--- config.mk ---
export PLATFORM = sky130hd
export DESIGN_NAME = servo_ramp_pwm
export DESIGN_NICKNAME = d
export VERILOG_FILES = /design/src/rtl/servo_pkg.sv /design/src/rtl/servo_frame_timer.sv /design/src/rtl/servo_ramp_pwm.sv
export SDC_FILE = /design/constraint.sdc
export NUM_CORES = 1
export LEC_CHECK = 0
export CORE_ASPECT_RATIO = 0.5
export CORE_MARGIN = 1
export CORE_UTILIZATION = 55
export DETAILED_ROUTE_END_ITERATION = 7
export PLACE_DENSITY = 0.88
export SYNTH_ARGS = -nofsm -noshare
export SYNTH_HDL_FRONTEND = slang
export SYNTH_SLANG_ARGS = --single-unit
--- constraint.sdc ---
create_clock -name clk -period 5.3 [get_ports clk]
set_clock_uncertainty 0.1 [all_clocks]
set_input_delay 0.53 -clock clk [delete_from_list [all_inputs] [get_ports clk]]
set_output_delay 0.53 -clock clk [all_outputs]
set_load 0.02 [all_outputs]
--- src/rtl/servo_pkg.sv ---
// Shared servo constants and the position-to-pulse-width mapping.
package servo_pkg;

  localparam int POS_W = 8;
  localparam int FC_W  = 20;

  localparam int FRAME_CYCLES_DEF = 1_000_000;
  localparam int MIN_PULSE_DEF    = 50_000;
  localparam int STEP_DEF         = 196;

  localparam logic [POS_W-1:0] POS_LOCKED = 8'd0;
  localparam logic [POS_W-1:0] POS_OPEN   = 8'd200;

  function automatic logic [FC_W-1:0] pulse_width(input logic [POS_W-1:0] pos,
                                                  input logic [FC_W-1:0]  min_pulse,
                                                  input logic [FC_W-1:0]  step);
    return min_pulse + FC_W'(pos) * step;
  endfunction

endpackage

--- src/rtl/servo_frame_timer.sv ---
// PWM frame counter; parks at zero while disabled so a re-enable starts a fresh frame.
module servo_frame_timer
  import servo_pkg::*;
#(
  parameter int FRAME_CYCLES = FRAME_CYCLES_DEF
) (
  input  logic            clk,
  input  logic            rst,
  input  logic            enable,
  output logic [FC_W-1:0] fc,
  output logic            frame_start,
  output logic            frame_end
);

  localparam logic [FC_W-1:0] FC_LAST = FC_W'(FRAME_CYCLES - 1);

  always_ff @(posedge clk) begin
    if (rst || !enable) begin
      fc <= '0;
    end else if (fc == FC_LAST) begin
      fc <= '0;
    end else begin
      fc <= fc + 1'b1;
    end
  end

  assign frame_start = enable && (fc == '0);
  assign frame_end   = enable && (fc == FC_LAST);

endmodule

--- src/rtl/servo_ramp_pwm.sv ---
// Bolt servo driver: 50 Hz PWM whose width tracks a slew-limited copy of the command.
module servo_ramp_pwm
  import servo_pkg::*;
#(
  parameter int FRAME_CYCLES = FRAME_CYCLES_DEF,
  parameter int MIN_PULSE    = MIN_PULSE_DEF,
  parameter int STEP         = STEP_DEF,
  parameter int RAMP_DIV     = 1
) (
  input  logic             clk,
  input  logic             rst,
  input  logic             enable,
  input  logic [POS_W-1:0] position,
  output logic             servo,
  output logic             frame_start,
  output logic [POS_W-1:0] cur_position,
  output logic             at_target
);

  if (MIN_PULSE + 255 * STEP >= FRAME_CYCLES) begin : g_bad_cfg
    $error("servo_ramp_pwm: widest pulse does not fit inside one frame");
  end

  localparam logic [FC_W-1:0] MIN_PW    = FC_W'(MIN_PULSE);
  localparam logic [FC_W-1:0] STEP_PW   = FC_W'(STEP);
  localparam logic [15:0]     RAMP_LAST = (RAMP_DIV == 0) ? 16'd0 : 16'(RAMP_DIV - 1);

  logic [FC_W-1:0]  fc;
  logic             frame_tick;
  logic             frame_end;
  logic [FC_W-1:0]  pw_q;
  logic [POS_W-1:0] target_q;
  logic [15:0]      ramp_cnt;
  logic [POS_W-1:0] next_cur;
  logic [POS_W-1:0] next_target;
  logic [15:0]      next_cnt;

  servo_frame_timer #(
    .FRAME_CYCLES(FRAME_CYCLES)
  ) u_timer (
    .clk        (clk),
    .rst        (rst),
    .enable     (enable),
    .fc         (fc),
    .frame_start(frame_tick),
    .frame_end  (frame_end)
  );

  // Position only ever moves on a frame boundary, one LSB per RAMP_DIV frames.
  always_comb begin
    next_cur    = cur_position;
    next_cnt    = ramp_cnt;
    next_target = frame_end ? position : target_q;
    if (frame_end) begin
      if (RAMP_DIV == 0) begin
        next_cur = position;
      end else if (ramp_cnt == RAMP_LAST) begin
        next_cnt = '0;
        if (cur_position < position) begin
          next_cur = cur_position + 1'b1;
        end else if (cur_position > position) begin
          next_cur = cur_position - 1'b1;
        end
      end else begin
        next_cnt = ramp_cnt + 1'b1;
      end
    end
  end

  always_ff @(posedge clk) begin
    if (rst) begin
      cur_position <= '0;
      target_q     <= '0;
      ramp_cnt     <= '0;
      pw_q         <= MIN_PW;
      servo        <= 1'b0;
      frame_start  <= 1'b0;
      at_target    <= 1'b1;
    end else begin
      cur_position <= next_cur;
      target_q     <= next_target;
      ramp_cnt     <= next_cnt;
      if (frame_end) begin
        pw_q <= pulse_width(next_cur, MIN_PW, STEP_PW);
      end
      servo       <= enable && (fc < pw_q);
      frame_start <= frame_tick;
      at_target   <= (next_cur == next_target);
    end
  end

endmodule

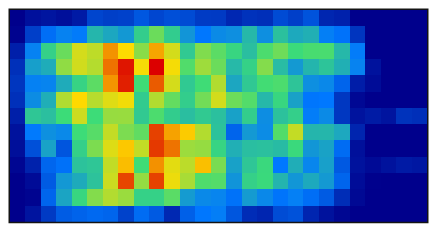
*Signal metal coverage by tile*
27 x 13 tiles, from dark blue (low) to red (high), scaled to the fullest tile. Values are wire area over tile area, all layers added.
The emptiest ninth of the die: bottom right. The mean over all tiles is 0.36. The fullest tile reaches 1.1.
vias post-DR: 5196
WL final: 17600 µm
wire per inst: 22.6 µm
Total GRT Usage: 33.3%

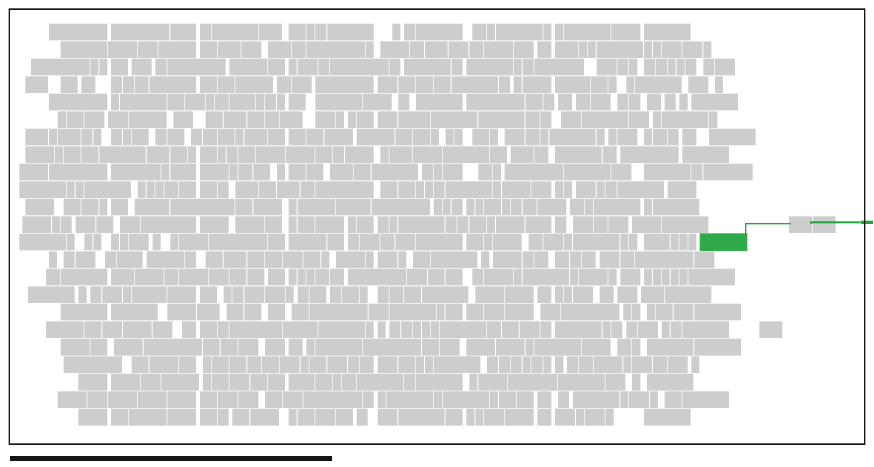
*I/O nets highlighted*
Bar = 50 µm.
Key: green = servo [direction output, edge right, end cells 1, buffers 1, wire 16.7 µm]
PortBufs: 21
num ports: 22

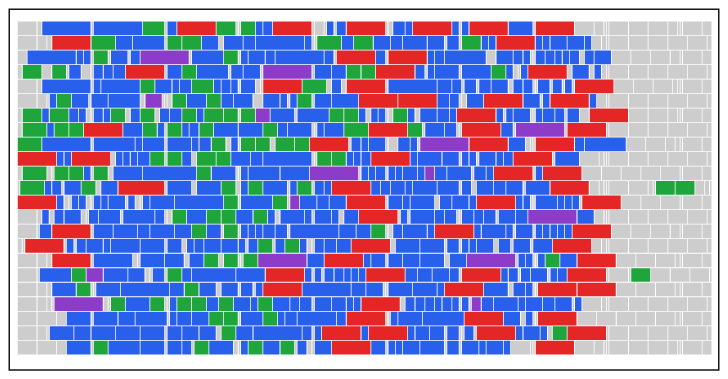
*Cell classes on the final placement*
Fill, decap, tap and diode cells in grey.
Key: green = other buffers and delay cells [cells 103]; purple = clock drivers and dummy loads [cells 15]; blue = combinational and other logic [cells 478]; red = flops [cells 70]

==> ci_impl_report.md <==
### Flow metrics

| Metric | Value |
|---|---|
| Top cells, area | dfxtp_1 (30%), ha_1 (15%), xor2_1 (5.2%) |
| PnR worst setup slack | -0.369 ns |
| Tool warning count | 30 |
| Ant. Diodes | 0 |
| Clock sink total | 70 |
| Post-Syn Nets | 634 |
| WP data arrival | 5.77 ns |
| Peak VDD IR | 0.000194 V |
| Initial DRC count | 925 |
| Dominant logic cell type in the layout | buf_4 |
| Chip area | 8940 µm² |
| Total gr overflow | 0 |
| Yosys top cell by instances | dfxtp_1 |
| Chip height | 67.3 µm |
| Via/cell ratio | 6.68 |
| Met3 GRT Util | 10.3% |
| Placed insts | 744 |
| Failing checks | setup timing |
| Synth cell types | 58 |
| Sequential-to-total area share from yosys stat | 29.8% |
| Number of global-route vias before repair | 4633 |
| CP startpoint kind | flop |
| Final Non-Filler Cells | 778 |
| Busiest metal layer after global routing | met2 |
| DR pass1 iterations | 7 |
| Met1 GRT Util | roughly two fifths |
| Status | finished, violations left |
| Met2 usage | between 50 and 60% |
| Clk ins delay skew pair | 0.34 ns |
| DRC | 0 |
| Data required time of the worst path | 5.40 ns |
| R2r endpoint | pw_q[16]$_SDFFE_PP0P_ |
| Final core utilization | 77.9% |
| # nets final | 732 |
| Final hold vios | 0 |
| Die width | 133 µm |
| Slew Viols, Final | 0 |
| Reg-to-reg startpoint | ramp_cnt[0]$_SDFFE_PP0P_ |
| Yosys stat area | 4700 µm² |
| Yosys cell count | about 560 |
| Leakage power | about 0.0028 µW |
| Crit path capture | pw_q[16]$_SDFFE_PP0P_ |
| Mean Syn Cell Area | 8.33 µm² |
| Setup violators final | 6 |
| Flops after synth | 70 |
| Commonest cells post-synth | dfxtp_1 (70), nor2_1 (65), ha_1 (56) |
| Initial Utilization | just under 60% |
| Worst hold path class | reg2reg |
| Worst-path clk slew | 0.06 ns |
| Largest area contributor in the netlist | dfxtp_1 |
| Wire length of the first global-routing pass | 22900 µm |
| Register-to-Register Setup Slack | -0.37 ns |
| Final setup TNS | -1.63 ns |
| Pin count of the biggest net entering global routing | 41 |
| YS warnings | 0 |
| R2R depth | 23 |
| TritonCTS clock tree | done |
| Synth-to-Final Area Change | 35.1% |
| Antenna-violating nets left | 0 |
| H-tree levels | 3 |
| Gpl congestion | about 0.9 |
| Final period util | 107% |
| Tot Pwr | 1140 µW |
| Initial antenna violation count | 0 |
| CTS Buf Count | 9 |
| Syn Inst Count | 564 |
| F_max | about 180 MHz |
| Max cap viols | 0 |
| Max-area cell share | 29.8% |
| Slew Limit Headroom | ~55% |
| Most common logic cells in the final layout | buf_4 (80), dfxtp_1 (69), nor2_1 (63), ha_1 (41) |
| Post-synth ARST share | 0% |
| Beginning of the critical path | ramp_cnt[0]$_SDFFE_PP0P_ |
| Number of enable flip-flop cells | 0 |
| Slew @ Worst Pin | 0.678 ns |
| Fraction of layout cells with a size suffix above 1 | between 20% and 30% |
| Detail Placement HPWL | 8490 µm |
| Fin crit period | between 5 and 6 ns |
| Hold_buf cts | 0 |
| Bufs on Longest Clock Path | 2 |
| Post-Syn Area | 4700 µm² |
| Critical path class | reg2reg |
| Floorplan row count | 23 |
| Most common flop cell mapped by yosys | dfxtp_1 |
| Root buf cell | clkbuf_16 |
| Crit-path max FO | 7 |
| CP Capture Type | flop |
| Core Area | 8140 µm² |
| Power density over the cells | approximately 180 nW/µm² |
==> worst min path at each step <==
stage | start | endpoint | slack, ns | depth (start not counted)
after CTS | pw_q[10]$_SDFFE_PP0P_ | pw_q[10]$_SDFFE_PP0P_ | 0.35 | 2
after global placement | pw_q[3]$_SDFFE_PP0P_ | pw_q[3]$_SDFFE_PP0P_ | 0.34 | 2
after detailed placement | pw_q[3]$_SDFFE_PP0P_ | pw_q[3]$_SDFFE_PP0P_ | 0.35 | 2
after floorplan | pw_q[5]$_SDFFE_PP0P_ | pw_q[5]$_SDFFE_PP0P_ | 0.33 | 2
final | pw_q[2]$_SDFFE_PP0P_ | pw_q[2]$_SDFFE_PP0P_ | 0.36 | 2
after global routing | pw_q[2]$_SDFFE_PP0P_ | pw_q[2]$_SDFFE_PP0P_ | 0.39 | 2
==> power breakdown <==
part | total (µW) | switching, µW | internal [µW]
registers | 528 | 1.23 | 527
clock network | 559 | 246 | 313
logic | 52.3 | 29.9 | 22.4
==> cell families after synthesis <==
kind of cell	count (synthesis)	share of synthesized area, %
and+or+nand+nor	210	23.2
AOI/OAI and AO/OA	101	14.4
DFF	70	29.8
buffers and inverters	67	5.38
adders and majority gates	59	16.2
xor gates and xnor gates	57	10.9
==> registers in the layout, summed over array words and instances, names as in the netlist <==
name / flops
target_q: 8
at_target: 1
servo: 1
frame_start: 1
pw_q: 15
u_timer.fc: 20
cur_position: 8
ramp_cnt: 16
==> metrics by stage <==
step / setup slack [ns] / hold slack (ns) / cell area, µm²
final: -0.369 / 0.360 / 6340
after global routing: -0.482 / 0.391 / 6340
after global placement: -0.299 / 0.341 / 5460
after detailed placement: -0.513 / 0.347 / 5460
after CTS: 0.00245 / 0.354 / 5940
after floorplan: 0.0219 / 0.332 / 4700
==> what timing repair did <==
item / CTS / global route
buffers inserted: 5 / 15
cloned: 0 / 0
gates resized: 28 / 66
setup endpoints to repair: 5 / 8
pin swaps: 15 / 46
==> final cells by class <==
type / count / area (µm²)
clock buffer: 9 / 225
timing repair buffer: 103 / 853
sequential: 70 / 1410
multi-input combinational: 427 / 3490
inverter: 51 / 194
clock inverter: 6 / 40.0
tap: 112 / 140
fill: 373 / 1800
==> critical path, cell delays in order, from the launching register on <==
cell	delay, ns
dfxtp_1	0.35
inv_1	0.07
ha_1	0.13
nor4b_2	0.39
nand4_4	0.31
nand2b_4	0.30
o21ai_1	0.38
o311a_1	0.26
ha_1	0.17
inv_1	0.08
fa_1	0.62
inv_2	0.08
ha_4	0.35
inv_4	0.07
fa_2	0.41
inv_2	0.07
a21oi_1	0.06
o21bai_1	0.22
a21o_1	0.20
a21oi_2	0.08
xnor2_2	0.17
buf_4	0.15
nor4_2	0.40
a211oi_1	0.10
==> layer usage <==
layer  vias up  wire [µm]
li1       2159          -
met1      2375       6370
met2       495       7690
met3       167       2250
met4         0       1300
met5         -          0
Power and IR drop assume default switching activity.
